===== src/rtl/r4_sdf_input_collector.sv =====
// Input collector for the radix-4 SDF butterfly: buffers quarters 0..2 of each
// frame and, during quarter 3, issues one operand set plus twiddle indices per valid sample.
module r4_sdf_input_collector #(
    parameter int WIDTH = 32,
    parameter int N     = 64,
    parameter int LOG2N = 6
) (
    input  logic                    clock,
    input  logic                    reset,
    input  logic                    in_valid,
    input  logic                    in_sof,
    input  logic signed [WIDTH-1:0] in_re,
    input  logic signed [WIDTH-1:0] in_im,
    output logic signed [WIDTH-1:0] ar,
    output logic signed [WIDTH-1:0] ai,
    output logic signed [WIDTH-1:0] br,
    output logic signed [WIDTH-1:0] bi,
    output logic signed [WIDTH-1:0] cr,
    output logic signed [WIDTH-1:0] ci,
    output logic signed [WIDTH-1:0] dr,
    output logic signed [WIDTH-1:0] di,
    output logic        [LOG2N-1:0] tw0_idx,
    output logic        [LOG2N-1:0] tw1_idx,
    output logic        [LOG2N-1:0] tw2_idx,
    output logic                    start,
    output logic                    last,
    output logic                    sof_err
);
    localparam int QN = N / 4;
    localparam int KW = (LOG2N > 2) ? LOG2N - 2 : 1;
    localparam logic [LOG2N-1:0] K_MASK = LOG2N'(QN - 1);

    // Quarter buffers hold {re, im}; read asynchronously so the operand
    // registers below are the only latency stage.
    logic [2*WIDTH-1:0] q0_mem [QN];
    logic [2*WIDTH-1:0] q1_mem [QN];
    logic [2*WIDTH-1:0] q2_mem [QN];

    logic [LOG2N-1:0] cnt_q, cnt_d, eff_cnt, k_full;
    logic [1:0]       quarter;
    logic [KW-1:0]    k;
    logic             accept_sof, resync, issue;

    logic signed [WIDTH-1:0] ar_q, ai_q, br_q, bi_q, cr_q, ci_q, dr_q, di_q;
    logic signed [WIDTH-1:0] ar_d, ai_d, br_d, bi_d, cr_d, ci_d, dr_d, di_d;
    logic [LOG2N-1:0]        tw0_q, tw1_q, tw2_q, tw0_d, tw1_d, tw2_d;
    logic                    start_q, last_q, sof_err_q;
    logic                    start_d, last_d, sof_err_d;

    always_comb begin
        accept_sof = in_valid & in_sof;
        resync     = accept_sof & (cnt_q != '0);
        // A framing strobe forces this sample to index 0 regardless of cnt.
        eff_cnt    = accept_sof ? '0 : cnt_q;
        quarter    = eff_cnt[LOG2N-1 -: 2];
        k_full     = eff_cnt & K_MASK;
        k          = k_full[KW-1:0];
        issue      = in_valid & (quarter == 2'd3);
        cnt_d      = in_valid ? eff_cnt + LOG2N'(1) : cnt_q;
    end

    always_comb begin
        ar_d      = ar_q;
        ai_d      = ai_q;
        br_d      = br_q;
        bi_d      = bi_q;
        cr_d      = cr_q;
        ci_d      = ci_q;
        dr_d      = dr_q;
        di_d      = di_q;
        tw0_d     = tw0_q;
        tw1_d     = tw1_q;
        tw2_d     = tw2_q;
        start_d   = issue;
        last_d    = issue && (k_full == K_MASK);
        sof_err_d = resync;
        if (issue) begin
            ar_d  = q0_mem[k][2*WIDTH-1:WIDTH];
            ai_d  = q0_mem[k][WIDTH-1:0];
            br_d  = q1_mem[k][2*WIDTH-1:WIDTH];
            bi_d  = q1_mem[k][WIDTH-1:0];
            cr_d  = q2_mem[k][2*WIDTH-1:WIDTH];
            ci_d  = q2_mem[k][WIDTH-1:0];
            dr_d  = in_re;
            di_d  = in_im;
            // 3k never exceeds 3N/4-3, so no wrap is needed in LOG2N bits.
            tw0_d = k_full;
            tw1_d = k_full << 1;
            tw2_d = k_full + (k_full << 1);
        end
    end

    always_ff @(posedge clock) begin
        if (in_valid && quarter == 2'd0) q0_mem[k] <= {in_re, in_im};
        if (in_valid && quarter == 2'd1) q1_mem[k] <= {in_re, in_im};
        if (in_valid && quarter == 2'd2) q2_mem[k] <= {in_re, in_im};
    end

    always_ff @(posedge clock) begin
        if (reset) begin
            cnt_q     <= '0;
            ar_q      <= '0;
            ai_q      <= '0;
            br_q      <= '0;
            bi_q      <= '0;
            cr_q      <= '0;
            ci_q      <= '0;
            dr_q      <= '0;
            di_q      <= '0;
            tw0_q     <= '0;
            tw1_q     <= '0;
            tw2_q     <= '0;
            start_q   <= 1'b0;
            last_q    <= 1'b0;
            sof_err_q <= 1'b0;
        end else begin
            cnt_q     <= cnt_d;
            ar_q      <= ar_d;
            ai_q      <= ai_d;
            br_q      <= br_d;
            bi_q      <= bi_d;
            cr_q      <= cr_d;
            ci_q      <= ci_d;
            dr_q      <= dr_d;
            di_q      <= di_d;
            tw0_q     <= tw0_d;
            tw1_q     <= tw1_d;
            tw2_q     <= tw2_d;
            start_q   <= start_d;
            last_q    <= last_d;
            sof_err_q <= sof_err_d;
        end
    end

    assign ar      = ar_q;
    assign ai      = ai_q;
    assign br      = br_q;
    assign bi      = bi_q;
    assign cr      = cr_q;
    assign ci      = ci_q;
    assign dr      = dr_q;
    assign di      = di_q;
    assign tw0_idx = tw0_q;
    assign tw1_idx = tw1_q;
    assign tw2_idx = tw2_q;
    assign start   = start_q;
    assign last    = last_q;
    assign sof_err = sof_err_q;

endmodule


===== config.mk =====
export PLATFORM = sky130hd
export DESIGN_NAME = r4_sdf_input_collector
export DESIGN_NICKNAME = d
export VERILOG_FILES = /design/src/rtl/r4_sdf_input_collector.sv
export SDC_FILE = /design/constraint.sdc
export NUM_CORES = 2
export LEC_CHECK = 0
export ABC_AREA = 1
export CAP_MARGIN = 10
export CORE_ASPECT_RATIO = 1.25
export CORE_MARGIN = 8
export CORE_UTILIZATION = 30
export CTS_CLUSTER_SIZE = 8
export DETAILED_ROUTE_END_ITERATION = 8
export PLACE_DENSITY = 0.42
export SYNTH_ARGS = -nofsm -noshare
export SYNTH_HDL_FRONTEND = slang
export SYNTH_SLANG_ARGS = --single-unit

===== constraint.sdc =====
create_clock -name clock -period 11.55 [get_ports clock]
set_input_delay 2.8875 -clock clock [delete_from_list [all_inputs] [get_ports clock]]
set_output_delay 2.8875 -clock clock [all_outputs]
set_load 0.02 [all_outputs]

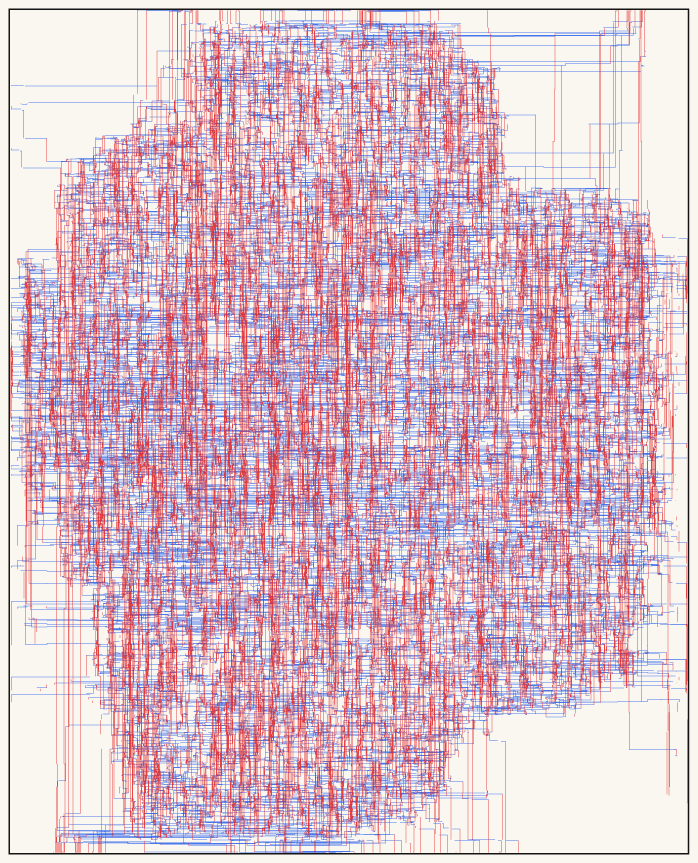
layers.png
Only two layers are drawn.
legend:
  M1:
    color: blue
    wire_length: 230 mm
  M2:
    color: red
    wire_length: 241 mm

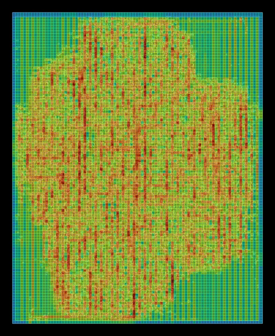
congestion_map.png
grt peak-use layer: met2
M2 GR Usage: 33.2%
met1 Usage GRT: 27.2%

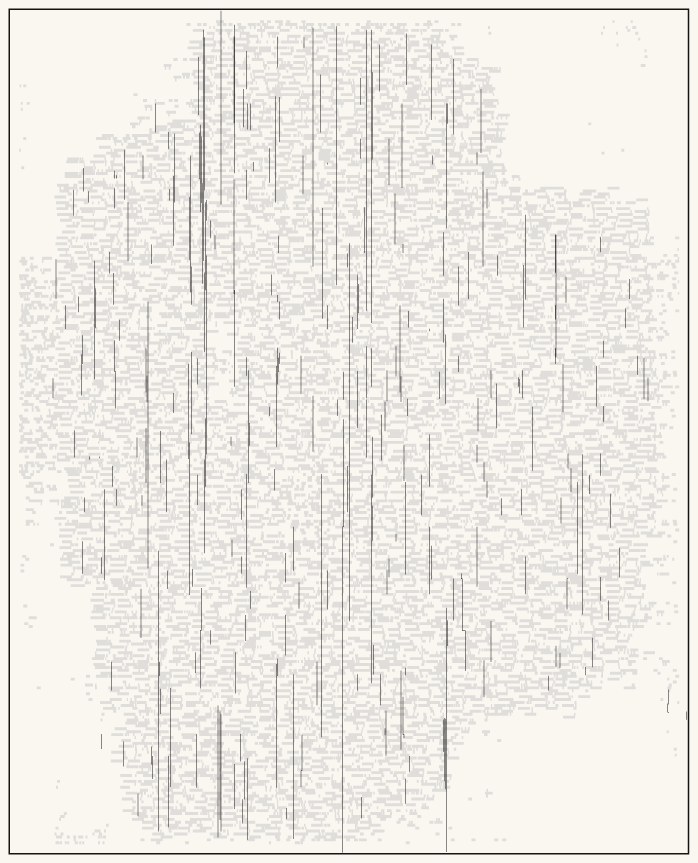
m4.png
Cells faint in the background.
share of all routed wire: 2.7%
nets with wire on the layer: 117

==> results.py <==
# Metrics from the implementation run
metrics = {
    "floorplanning": {
        "rows": 282,
    },
    "logic_synthesis": {
        "ys_sh_simple_pct": 23.6,
        "synth-xor-area-share_pct": 0.00618,
    },
    "critical_path": {
        "crit_end": "q1_mem[15][56]$_DFFE_PP_",
        "rr_endpoint": "br[10]$_SDFFE_PP0P_",
        "regToRegSetupSlack_ns": 6.41,
    },
    "status": {
        "outcome": "complete, no violations",
    },
    "hold_path": {
        "hold_start": "tw2_idx[4]$_SDFFE_PP0P_",
    },
    "detailed_routing": {
        "wl_per_cell_um": 25.3,
        "dr.pass1.iters": 6,
    },
    "final_timing": {
        "fin_ws_ns": 4.19,
        "hold_ws_ns": 0.477,
        "hold_viol": 0,
        "tns_ns": 0,
        "drv_slew": 0,
    },
    "run": {
        "maxCapViolCount": 0,
    },
    "cts": {
        "clk_path_buf_depth": 4,
        "clock.latency.late_pin_ns": 1.03,
    },
    "cells_and_area": {
        "fill_cells": 47700,
        "final_area_sq_um": 165000,
        "fin_nets": 13700,
    },
}
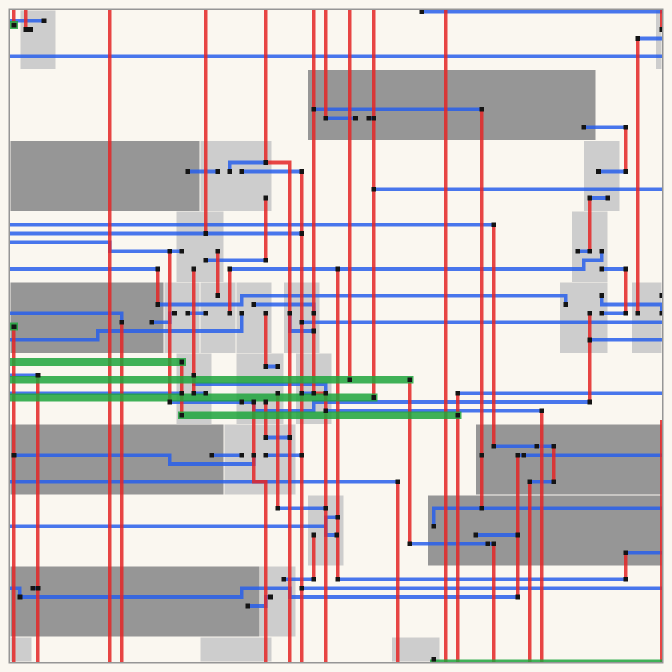
closeup.png
Window x 461 to 486, y 184 to 209 um. Cells in gray, sequential cells in the stronger gray; small squares are vias.
legend:
  M2:
    color: red
  M3:
    color: green
  M1:
    color: blue
sequential cells in the window: 7
netlist names of flops here include: q1_mem (7)
most frequent: nand2_1 (8), edfxtp_1 (7), inv_1 (4)
cells with their middle in the window: 24

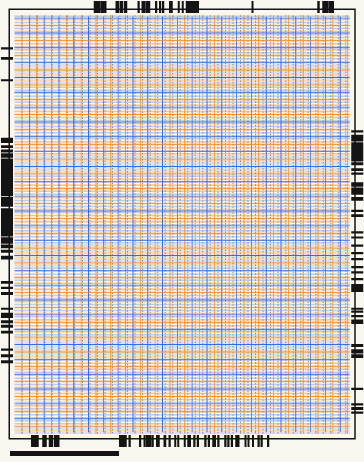
floorplan.png
Scale bar: 200 um. Pins as bars on the die edge. Tap cells in gray.
legend:
  VSS:
    color: orange
  VDD:
    color: blue
tap cells: 6248
met4 straps: 45
signal pins: 345

## area by class of cell
class	instances	share of cell area, %
sequential	3346	59.1
multi-input combinational	7935	21.8
clock buffer	816	7.80
tap	6248	4.73
timing repair buffer	605	3.27
inverter	1291	2.95
clock inverter	23	0.325
antenna	11	0.0167
## cell families (layout without fill, tap and decap cells)
kind of cell / count (synthesis) / after routing
other cells: 1 / 15
xor+xnor: 1 / 1
fa+ha+maj: 7 / 7
simple gates: 7521 / 7521
buf+inv: 2121 / 2735
compound gates: 402 / 402
flops: 3346 / 3346
## worst max-delay path, stage by stage
cell	delay (ns)
clkdlybuf4s50_1	0.70
nand2_8	0.47
nand2_8	0.50
inv_8	0.72
ha_1	0.67
nand2_1	0.37
nor2_4	0.21
buf_4	0.43
buf_4	0.77
## per-layer routing
layer  share of wire, %  global-route usage (%)
met1                 45                    27.2
met2                 47                    33.2
met3                5.4                    3.13
met4                2.7                    5.23
met5             0.0066                       0
## metrics by stage
step	cells	util, %
2_1_floorplan	13400	-
3_3_place_gp	19400	32.2
3_5_place_dp	19400	32.2
4_1_cts	20300	35.1
5_1_grt	20300	35.1
6_report	20300	35.1
## synth_stat cells (all sizes together)
master,n,area share (%)
a21oi,31,0.11
buf,475,1.6
clkbuf,355,0.94
clkinv,2,0.0053
conb,1,0.0026
dfxtp,274,3.9
edfxtp,3072,65
ha,7,0.062
inv,1289,3.4
nand2,3302,8.8
nand3,1588,5.6
nand3b,764,4.0
nand4,4,0.018
nor2,1742,4.6
nor3,2,0.0071
o21ai,370,1.3
o31ai,1,0.0053
or2,119,0.53
xor2,1,0.0062
## where the power goes
part | switching [mW] | internal (mW) | total, mW
registers | 0.0127 | 13.3 | 13.3
clock network | 5.34 | 7.49 | 12.8
logic | 1.27 | 0.373 | 1.65
total | 6.63 | 21.1 | 27.8
Power and IR drop assume default switching activity.
